[config.mk]
export PLATFORM = sky130hd
export DESIGN_NAME = key_debounce_flat
export DESIGN_NICKNAME = d
export VERILOG_FILES = /design/src/rtl/key_debounce_pkg.sv /design/src/rtl/key_debounce_if.sv /design/src/rtl/key_debounce_cell.sv /design/src/rtl/key_debounce.sv /design/src/flat_wrapper.sv
export SDC_FILE = /design/constraint.sdc
export NUM_CORES = 1
export LEC_CHECK = 0
export CAP_MARGIN = 20
export CELL_PAD_IN_SITES_DETAIL_PLACEMENT = 0
export CELL_PAD_IN_SITES_GLOBAL_PLACEMENT = 1
export CORE_MARGIN = 2
export CORE_UTILIZATION = 42
export DETAILED_ROUTE_END_ITERATION = 12
export PLACE_DENSITY_LB_ADDON = 0.25
export SLEW_MARGIN = 20
export SYNTH_ARGS = -nofsm -noshare
export SYNTH_HDL_FRONTEND = slang
export SYNTH_SLANG_ARGS = --single-unit
[constraint.sdc]
create_clock -name clk -period 2 [get_ports clk]
set_clock_uncertainty 0.15 [all_clocks]
set_input_delay 0.2 -clock clk [delete_from_list [all_inputs] [get_ports clk]]
set_output_delay 0.2 -clock clk [all_outputs]
set_load 0.005 [all_outputs]
[src/rtl/key_debounce_pkg.sv]
//------------------------------------------------------------------------------
// Module : key_pkg
// Brief  : Shared types and constants for the key debounce block.
// Rev    : 1.0  initial release
//------------------------------------------------------------------------------
`default_nettype none

package key_pkg;

    typedef enum logic [1:0] {
        IDLE         = 2'd0,
        PRESS_WAIT   = 2'd1,
        PRESSED      = 2'd2,
        RELEASE_WAIT = 2'd3
    } key_state_e;

    localparam int DEFAULT_DEBOUNCE_CYCLES = 1_000_000;

    // Ceiling log2; returns 0 for values of 0 or 1.
    function automatic int clog2(input int value);
        int result;
        int v;
        result = 0;
        v      = value - 1;
        while (v > 0) begin
            result = result + 1;
            v      = v >> 1;
        end
        return result;
    endfunction

endpackage

`default_nettype wire

[src/rtl/key_debounce_if.sv]
//------------------------------------------------------------------------------
// Module : key_debounce_if
// Brief  : Press-event stream (valid/ready) plus sticky overflow flag.
// Rev    : 1.0  initial release
//------------------------------------------------------------------------------
`default_nettype none

interface key_debounce_if #(
    parameter int CODE_W = 3
);
    logic              evt_valid;
    logic [CODE_W-1:0] evt_code;
    logic              evt_ready;
    logic              evt_overflow;

    modport master (
        output evt_valid,
        output evt_code,
        output evt_overflow,
        input  evt_ready
    );

    modport slave (
        input  evt_valid,
        input  evt_code,
        input  evt_overflow,
        output evt_ready
    );
endinterface

`default_nettype wire

[src/rtl/key_debounce_cell.sv]
//------------------------------------------------------------------------------
// Module : key_debounce_cell
// Brief  : One key: 2-flop synchroniser, polarity fix, debounce FSM and pulses.
// Rev    : 1.0  initial release
//------------------------------------------------------------------------------
`default_nettype none

module key_debounce_cell
    import key_pkg::*;
#(
    parameter int DEBOUNCE_CYCLES = DEFAULT_DEBOUNCE_CYCLES,
    parameter bit ACTIVE_LOW      = 1'b1
) (
    input  wire logic clk,
    input  wire logic rst,
    input  wire logic i_key_raw,
    output logic      o_level,
    output logic      o_press,
    output logic      o_release
);

    localparam int           CNT_W       = clog2(DEBOUNCE_CYCLES);
    localparam logic [CNT_W-1:0] c_TERM  = CNT_W'(DEBOUNCE_CYCLES - 1);
    localparam logic         c_RAW_IDLE  = ACTIVE_LOW;

    localparam logic [1:0] c_ST_IDLE         = IDLE;
    localparam logic [1:0] c_ST_PRESS_WAIT   = PRESS_WAIT;
    localparam logic [1:0] c_ST_PRESSED      = PRESSED;
    localparam logic [1:0] c_ST_RELEASE_WAIT = RELEASE_WAIT;

    logic             r_sync1;
    logic             r_sync2;
    logic [1:0]       r_state;
    logic [CNT_W-1:0] r_cnt;
    logic             r_level;
    logic             r_press;
    logic             r_release;
    logic             w_synced;

    assign w_synced = ACTIVE_LOW ? ~r_sync2 : r_sync2;

    always_ff @(posedge clk) begin
        if (rst) begin
            r_sync1   <= c_RAW_IDLE;
            r_sync2   <= c_RAW_IDLE;
            r_state   <= c_ST_IDLE;
            r_cnt     <= '0;
            r_level   <= 1'b0;
            r_press   <= 1'b0;
            r_release <= 1'b0;
        end else begin
            r_sync1   <= i_key_raw;
            r_sync2   <= r_sync1;
            r_press   <= 1'b0;
            r_release <= 1'b0;
            case (r_state)
                c_ST_IDLE: begin
                    if (w_synced) begin
                        r_state <= c_ST_PRESS_WAIT;
                        r_cnt   <= '0;
                    end
                end
                c_ST_PRESS_WAIT: begin
                    if (!w_synced) begin
                        r_state <= c_ST_IDLE;
                    end else if (r_cnt == c_TERM) begin
                        r_state <= c_ST_PRESSED;
                        r_level <= 1'b1;
                        r_press <= 1'b1;
                    end else begin
                        r_cnt <= r_cnt + CNT_W'(1);
                    end
                end
                c_ST_PRESSED: begin
                    if (!w_synced) begin
                        r_state <= c_ST_RELEASE_WAIT;
                        r_cnt   <= '0;
                    end
                end
                c_ST_RELEASE_WAIT: begin
                    if (w_synced) begin
                        r_state <= c_ST_PRESSED;
                    end else if (r_cnt == c_TERM) begin
                        r_state   <= c_ST_IDLE;
                        r_level   <= 1'b0;
                        r_release <= 1'b1;
                    end else begin
                        r_cnt <= r_cnt + CNT_W'(1);
                    end
                end
                default: r_state <= c_ST_IDLE;
            endcase
        end
    end

    assign o_level   = r_level;
    assign o_press   = r_press;
    assign o_release = r_release;

endmodule

`default_nettype wire

[src/rtl/key_debounce.sv]
//------------------------------------------------------------------------------
// Module : key_debounce
// Brief  : Debounced key bank with level/pulse outputs and a one-entry event slot.
// Rev    : 1.0  initial release
//------------------------------------------------------------------------------
`default_nettype none

module key_debounce
    import key_pkg::*;
#(
    parameter int NUM_KEYS        = 8,
    parameter int DEBOUNCE_CYCLES = DEFAULT_DEBOUNCE_CYCLES,
    parameter bit ACTIVE_LOW      = 1'b1
) (
    input  wire logic                clk,
    input  wire logic                rst,
    input  wire logic [NUM_KEYS-1:0] key_in,
    output logic      [NUM_KEYS-1:0] key_level,
    output logic      [NUM_KEYS-1:0] key_press,
    output logic      [NUM_KEYS-1:0] key_release,
    key_debounce_if.master           evt
);

    localparam int CODE_W = (clog2(NUM_KEYS) < 1) ? 1 : clog2(NUM_KEYS);

    logic              r_valid;
    logic [CODE_W-1:0] r_code;
    logic              r_overflow;
    logic [CODE_W-1:0] w_low_idx;
    logic              w_any_press;
    logic              w_multi_press;
    logic              w_can_load;

    for (genvar g = 0; g < NUM_KEYS; g++) begin : g_cell
        key_debounce_cell #(
            .DEBOUNCE_CYCLES (DEBOUNCE_CYCLES),
            .ACTIVE_LOW      (ACTIVE_LOW)
        ) u_cell (
            .clk       (clk),
            .rst       (rst),
            .i_key_raw (key_in[g]),
            .o_level   (key_level[g]),
            .o_press   (key_press[g]),
            .o_release (key_release[g])
        );
    end

    // Lowest set index wins the slot; scan downward so it is assigned last.
    always_comb begin
        w_low_idx = '0;
        for (int i = NUM_KEYS - 1; i >= 0; i--) begin
            if (key_press[i]) begin
                w_low_idx = CODE_W'(i);
            end
        end
    end

    assign w_any_press   = |key_press;
    assign w_multi_press = |(key_press & (key_press - NUM_KEYS'(1)));
    assign w_can_load    = !r_valid || evt.evt_ready;

    always_ff @(posedge clk) begin
        if (rst) begin
            r_valid    <= 1'b0;
            r_code     <= '0;
            r_overflow <= 1'b0;
        end else begin
            if (w_any_press && w_can_load) begin
                r_valid <= 1'b1;
                r_code  <= w_low_idx;
            end else if (r_valid && evt.evt_ready) begin
                r_valid <= 1'b0;
            end
            if (w_any_press && (!w_can_load || w_multi_press)) begin
                r_overflow <= 1'b1;
            end
        end
    end

    assign evt.evt_valid    = r_valid;
    assign evt.evt_code     = r_code;
    assign evt.evt_overflow = r_overflow;

endmodule

`default_nettype wire

[src/flat_wrapper.sv]
// flat-port wrapper written by rule: the top's interface ports become plain ports
module key_debounce_flat import key_pkg::*;
#(
    parameter int NUM_KEYS        = 8,
    parameter int DEBOUNCE_CYCLES = DEFAULT_DEBOUNCE_CYCLES,
    parameter bit ACTIVE_LOW      = 1'b1
)
  (clk, rst, key_in, key_level, key_press, key_release, evt_evt_valid, evt_evt_code, evt_evt_overflow, evt_evt_ready);
  key_debounce_if #(.CODE_W((3))) evt_i ();
  input  wire logic clk;
  input  wire logic rst;
  input  wire logic [NUM_KEYS-1:0] key_in;
  output logic      [NUM_KEYS-1:0] key_level;
  output logic      [NUM_KEYS-1:0] key_press;
  output logic      [NUM_KEYS-1:0] key_release;
  output wire logic [$bits(evt_i.evt_valid)-1:0] evt_evt_valid;
  output wire logic [$bits(evt_i.evt_code)-1:0] evt_evt_code;
  output wire logic [$bits(evt_i.evt_overflow)-1:0] evt_evt_overflow;
  input wire logic [$bits(evt_i.evt_ready)-1:0] evt_evt_ready;
  assign evt_evt_valid = evt_i.evt_valid;
  assign evt_evt_code = evt_i.evt_code;
  assign evt_evt_overflow = evt_i.evt_overflow;
  assign evt_i.evt_ready = evt_evt_ready;
  key_debounce #(.NUM_KEYS(NUM_KEYS), .DEBOUNCE_CYCLES(DEBOUNCE_CYCLES), .ACTIVE_LOW(ACTIVE_LOW)) u_core (.clk(clk), .rst(rst), .key_in(key_in), .key_level(key_level), .key_press(key_press), .key_release(key_release), .evt(evt_i));
endmodule
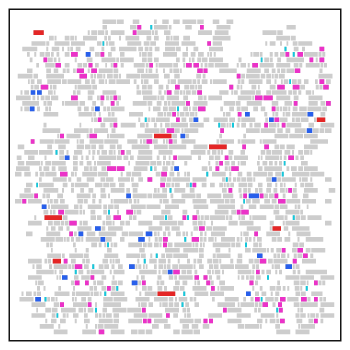
Figure 1: run 1, logic cells by family.
Drawn at 2 px/um.
Key: blue = AND-OR and OR-AND gates [cells 30, most used a21o_1]; cyan = inverters [cells 42, most used inv_1, where all over the die]; red = adder and majority cells [cells 8, most used ha_4]; magenta = AND and OR gates [cells 138, most used or3_1, where all over the die]

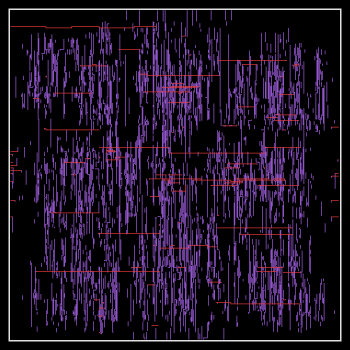
Figure 2: run 1, signal wires by layer.
Drawn at 2 px/um. Two of the layers only.
Key: red = met3 [wire length 1,040 um]; purple = met2 [wire length 13,100 um]
total via count in the routed design: 10,310
wire length per cell: 15.0 um
total routed wirelength: 28.5 mm
global router's overall resource usage: 20.6%

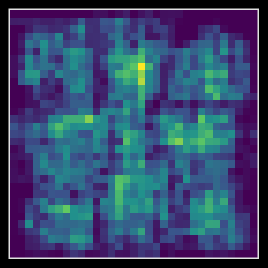
Figure 3: run 1, signal metal coverage by tile.
Drawn at 1.5 px/um. 33 x 33 tiles, from dark purple (low) to yellow (high), scaled to the fullest tile. Values are wire area over tile area, all layers added.
11% of the tiles are nearly empty. 11% of the tiles are over half the peak. The mean over all tiles is 0.16. The fullest tile reaches 0.63.

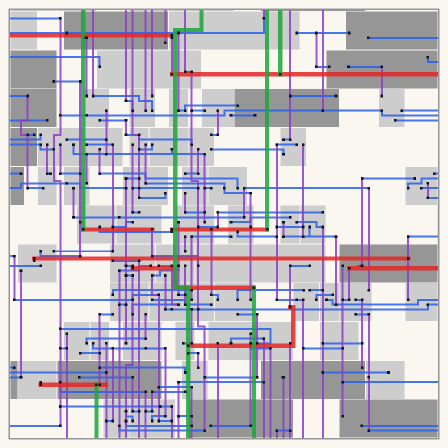
Figure 4: run 1, zoomed window.
Window x 68 to 98, y 68 to 98 um. Cells in gray, sequential cells in the stronger gray; small squares are vias.
Key: blue = met1; purple = met2; red = met3; green = met4
Netlist names of flops here include u_core.g_cell.u_cell.r_cnt (4), u_core.g_cell.u_cell.o_press (2). 57 logic cells have their middle in the window. Sequential cells in the window: 9. Most frequent: buf_4 (8), dfxtp_1 (8), a21oi_1 (7).

==> Slide: Implementation Results, run 1 <==
Physical Implementation Snapshot

Status
  • Run status: complete, but fails checks
  • Violated checks: setup timing

Die
  • Number of placement rows: 58
  • Die Y: 165 um

Yosys
  • Multiplexer area fraction after synthesis: 1.36%
  • Area fraction in full adders, half adders and majority gates: 0.919%
  • Synthesis Warnings: 0
  • Post-Synthesis Net Count: between 1,000 and 1,500
  • Area leader share: 40.6%
  • Synthesized chip area reported by yosys: between 10,000 and 15,000 um2
  • Cell taking the most area after synthesis: sky130_fd_sc_hd__dfxtp_1
  • EDFF count, synth: 0

Detailed routing
  • Met3 routed wirelength: 1.04 mm
  • Number of nets with antenna violations after detailed routing: 0

Final timing
  • Final setup vio count: 17
  • Setup repair after global routing missed its margin: yes
  • Maximum frequency from static timing analysis: 451 MHz
  • Smallest setup slack after layout: -216 ps

Cells and area
  • Filler cells: 2,310
  • Layout cell share with drive strength beyond 1: 28.0%
  • Number of inverters outside the clock class in the layout: 42
  • Non-clock buffers, area share: 15.7%
  • Max reg flops: ~160
  • Flops: 221

Global routing
  • Largest net degree at the start of global routing: 107
  • Global Route met1 Usage: 28.0%

Power and ir drop
  • Worst VDD drop: 0.606 mV
  • Clock power frac: approximately half
  • Share of total power in combinational logic: under 10%

Run
  • MaxCap Viol Count: 0
  • OpenROAD warning count: 31

Setup path
  • Worst path cell trace: or4_4 -> or4_4 -> o31ai_4 -> buf_6 -> or4_2 -> a21oi_1
  • Slack of the worst reg-to-reg path: -220 ps
  • Reg2reg end: u_core.g_cell[6].u_cell.r_cnt[19]
  • Worst path slowest cell: sky130_fd_sc_hd__or4_4

Min path
  • Worst-case hold path end point: u_core.g_cell[4].u_cell.r_cnt[5]

Clocking
  • TritonCTS clock tree: built
  • TritonCTS sink count: around 220
  • Clock Pin Slew Worst Setup and Hold Paths: roughly 60 ps
[run 1: how the worst max path moves through the flow]
stage | from | endpoint | slack (ps)
floorplan | u_core.g_cell[6].u_cell.r_cnt[10] | u_core.g_cell[6].u_cell.r_cnt[3] | -160
global placement | u_core.g_cell[6].u_cell.r_cnt[8] | u_core.g_cell[6].u_cell.o_level | -210
detailed placement | u_core.g_cell[6].u_cell.r_cnt[8] | u_core.g_cell[6].u_cell.o_level | -230
CTS | u_core.g_cell[6].u_cell.r_cnt[8] | u_core.g_cell[6].u_cell.r_cnt[19] | -220
global route | u_core.g_cell[6].u_cell.r_cnt[8] | u_core.g_cell[6].u_cell.r_cnt[19] | -300
finish | u_core.g_cell[6].u_cell.r_cnt[8] | u_core.g_cell[6].u_cell.r_cnt[19] | -220
[run 1: cell usage after synthesis (20+ instances only)]
cell type	n
sky130_fd_sc_hd__nor2_1	131
sky130_fd_sc_hd__buf_4	25
sky130_fd_sc_hd__inv_1	42
sky130_fd_sc_hd__or2_2	20
sky130_fd_sc_hd__nor4_1	34
sky130_fd_sc_hd__nor3_1	45
sky130_fd_sc_hd__xor2_1	25
sky130_fd_sc_hd__o21ai_0	59
sky130_fd_sc_hd__dfxtp_1	221
sky130_fd_sc_hd__and3_1	27
sky130_fd_sc_hd__nand2_1	108
sky130_fd_sc_hd__a21oi_1	87
sky130_fd_sc_hd__nand3_1	76
sky130_fd_sc_hd__nand4_1	45
sky130_fd_sc_hd__xnor2_1	46
sky130_fd_sc_hd__clkbuf_1	47
sky130_fd_sc_hd__or3_1	28
[run 1: power by group through the flow]
stage,registers (W),logic [W],clock network (W)
floorplan,0.00457,0.000256,0
global placement,0.00458,0.000429,0
detailed placement,0.00458,0.000433,0
CTS,0.00449,0.000440,0.00496
global route,0.00449,0.000509,0.00515
finish,0.00449,0.000463,0.00483
==> run 1 -> run 2 <==
CAP_MARGIN = default   (was 20)
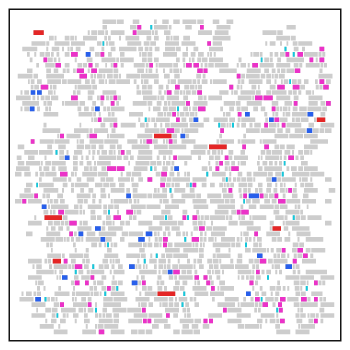
Figure 5: run 2, logic cells by family.
Drawn at 2 px/um.
Key: cyan = inverters [cells 42, most used inv_1, where all over the die]; red = adder and majority cells [cells 8, most used ha_4]; magenta = AND and OR gates [cells 138, most used or3_1, where all over the die]; blue = AND-OR and OR-AND gates [cells 30, most used a21o_1]
Post-Layout Cell Count: 1,899
combinational share of cell area: 43.7%
dominant logic cell type in the layout: sky130_fd_sc_hd__buf_4

==> run 2 against run 1 <==
  * The run still ends with setup timing left
  * Combinational power is essentially flat
  * Register-to-register slack about the same
  * Total power did not move
  * Largest power group unchanged
==> Slide: Implementation Results, run 2 <==
Physical Implementation Snapshot

Final timing
  • Smallest setup slack after layout: -216 ps (unchanged)
  • Final setup vio count: 17 (unchanged)
  • Maximum frequency from static timing analysis: 451 MHz (unchanged)
  • Number of max-slew violations in the final report: 0
  • Setup repair after global routing missed its margin: yes

Yosys
  • Post-Synthesis Net Count: 1,342 (unchanged)
  • Synthesis Warnings: 0 (unchanged)
  • Synthesized chip area reported by yosys: 10,900 um2 (unchanged)
  • EDFF count, synth: 0 (unchanged)
  • Area leader share: 40.6% (unchanged)
  • Post-synthesis cell type with the largest instance count: sky130_fd_sc_hd__dfxtp_1
  • Cell taking the most area after synthesis: sky130_fd_sc_hd__dfxtp_1
  • Leading post-synthesis cells by instance count: 221 x sky130_fd_sc_hd__dfxtp_1, 131 x sky130_fd_sc_hd__nor2_1, 108 x sky130_fd_sc_hd__nand2_1, 87 x sky130_fd_sc_hd__a21oi_1, 76 x sky130_fd_sc_hd__nand3_1

Setup path
  • Worst path slowest cell: sky130_fd_sc_hd__or4_4
  • End of the critical path: u_core.g_cell[6].u_cell.r_cnt[19]
  • Slack of the worst reg-to-reg path: -220 ps (about the same)
  • Worst path cell trace: or4_4 -> or4_4 -> o31ai_4 -> buf_6 -> or4_2 -> a21oi_1
  • CP Launch Point: u_core.g_cell[6].u_cell.r_cnt[8]

Run
  • OpenROAD warning count: 31 (unchanged)
  • MaxCap Viol Count: 0 (unchanged)

Cells and area
  • Max reg flops: 160 (unchanged)
  • Register name with the most flops: u_core.g_cell.u_cell.r_cnt
  • Filler cells: 2,310 (unchanged)
  • Layout cell share with drive strength beyond 1: 28.0% (unchanged)

Global routing
  • Largest net degree at the start of global routing: 107 (unchanged)
  • Global router's overall resource usage: 20.6% (unchanged)

Min path
  • Worst-case hold path end point: u_core.g_cell[4].u_cell.r_cnt[5]

Placed design
  • Post-placement setup slack: -233 ps

Clocking
  • TritonCTS sink count: 221 (unchanged)
  • TritonCTS clock tree: built
  • Clock Pin Slew Worst Setup and Hold Paths: 60 ps (about the same)

Detailed routing
  • Wire length per cell: 15.0 um (unchanged)
  • Total routed wirelength: 28.5 mm (unchanged)
  • Total via count in the routed design: 10,310 (unchanged)

Power and ir drop
  • Share of total power in combinational logic: 4.7% (about the same)
  • Worst VDD drop: 0.606 mV (unchanged)
  • Clock power frac: 49.4% (about the same)

Die
  • Die Y: 165 um (unchanged)
  • Number of placement rows: 58 (unchanged)

Status
  • Run status: complete, but fails checks
  • Violated checks: setup timing
[run 2: cell counts in the layout (fill, tap and decap cells not counted)]
Identical to the previous run, type by type.
[run 2: power groups by stage]
stage / Combinational (W) / Sequential (W) / Clock (W)
2_1_floorplan: 0.000256 / 0.00457 / 0
3_3_place_gp: 0.000429 / 0.00458 / 0
3_5_place_dp: 0.000433 / 0.00458 / 0
4_1_cts: 0.000440 / 0.00449 / 0.00496
5_1_grt: 0.000509 / 0.00449 / 0.00515
6_report: 0.000463 / 0.00449 / 0.00483
[run 2: timing repair]
| action | in CTS | in global routing |
|---|---|---|
| pin swaps | 12 | 40 |
| cloned | 0 | 2 |
| gates resized | 16 | 107 |
| buffers inserted | 2 | 18 |
| setup endpoints to repair | 40 | 106 |
[run 2: layout make-up]
class                   count  area share [%]
flip-flops and latches    221            30.5
well taps                 330            2.83
clock inverters             8           0.497
repair buffers            280            15.7
clock buffers              41            5.60
inverters                  42            1.08
multi-input cells         977            43.7
[run 2: logic make-up after synthesis]
kind of cell             count (synthesis)  share of synthesized area, %
multiplexers                            14                          1.36
flip-flops                             221                          40.6
AND-OR/OR-AND                          266                          15.2
AND/OR/NAND/NOR                        618                          30.8
buffers and inverters                  125                          5.42
adder cells (fa/ha/maj)                  8                         0.919
XOR/XNOR                                71                          5.71
[run 2: metal layers]
metal	track usage, %	part of all wire (%)	vias to the layer above
li1	-	-	5274
met1	28.0	48	4832
met2	34.1	46	156
met3	2.94	3.7	48
met4	5.65	2.0	0
met5	0	0	-
[run 2: worst max-delay path, delay by kind of cell (launching register included)]
kind	cells	cell delay [ps]
flip-flops	1	310
buffers and inverters	1	160
AND-OR/OR-AND	2	280
AND/OR/NAND/NOR	3	1200
Power and IR drop assume default switching activity.
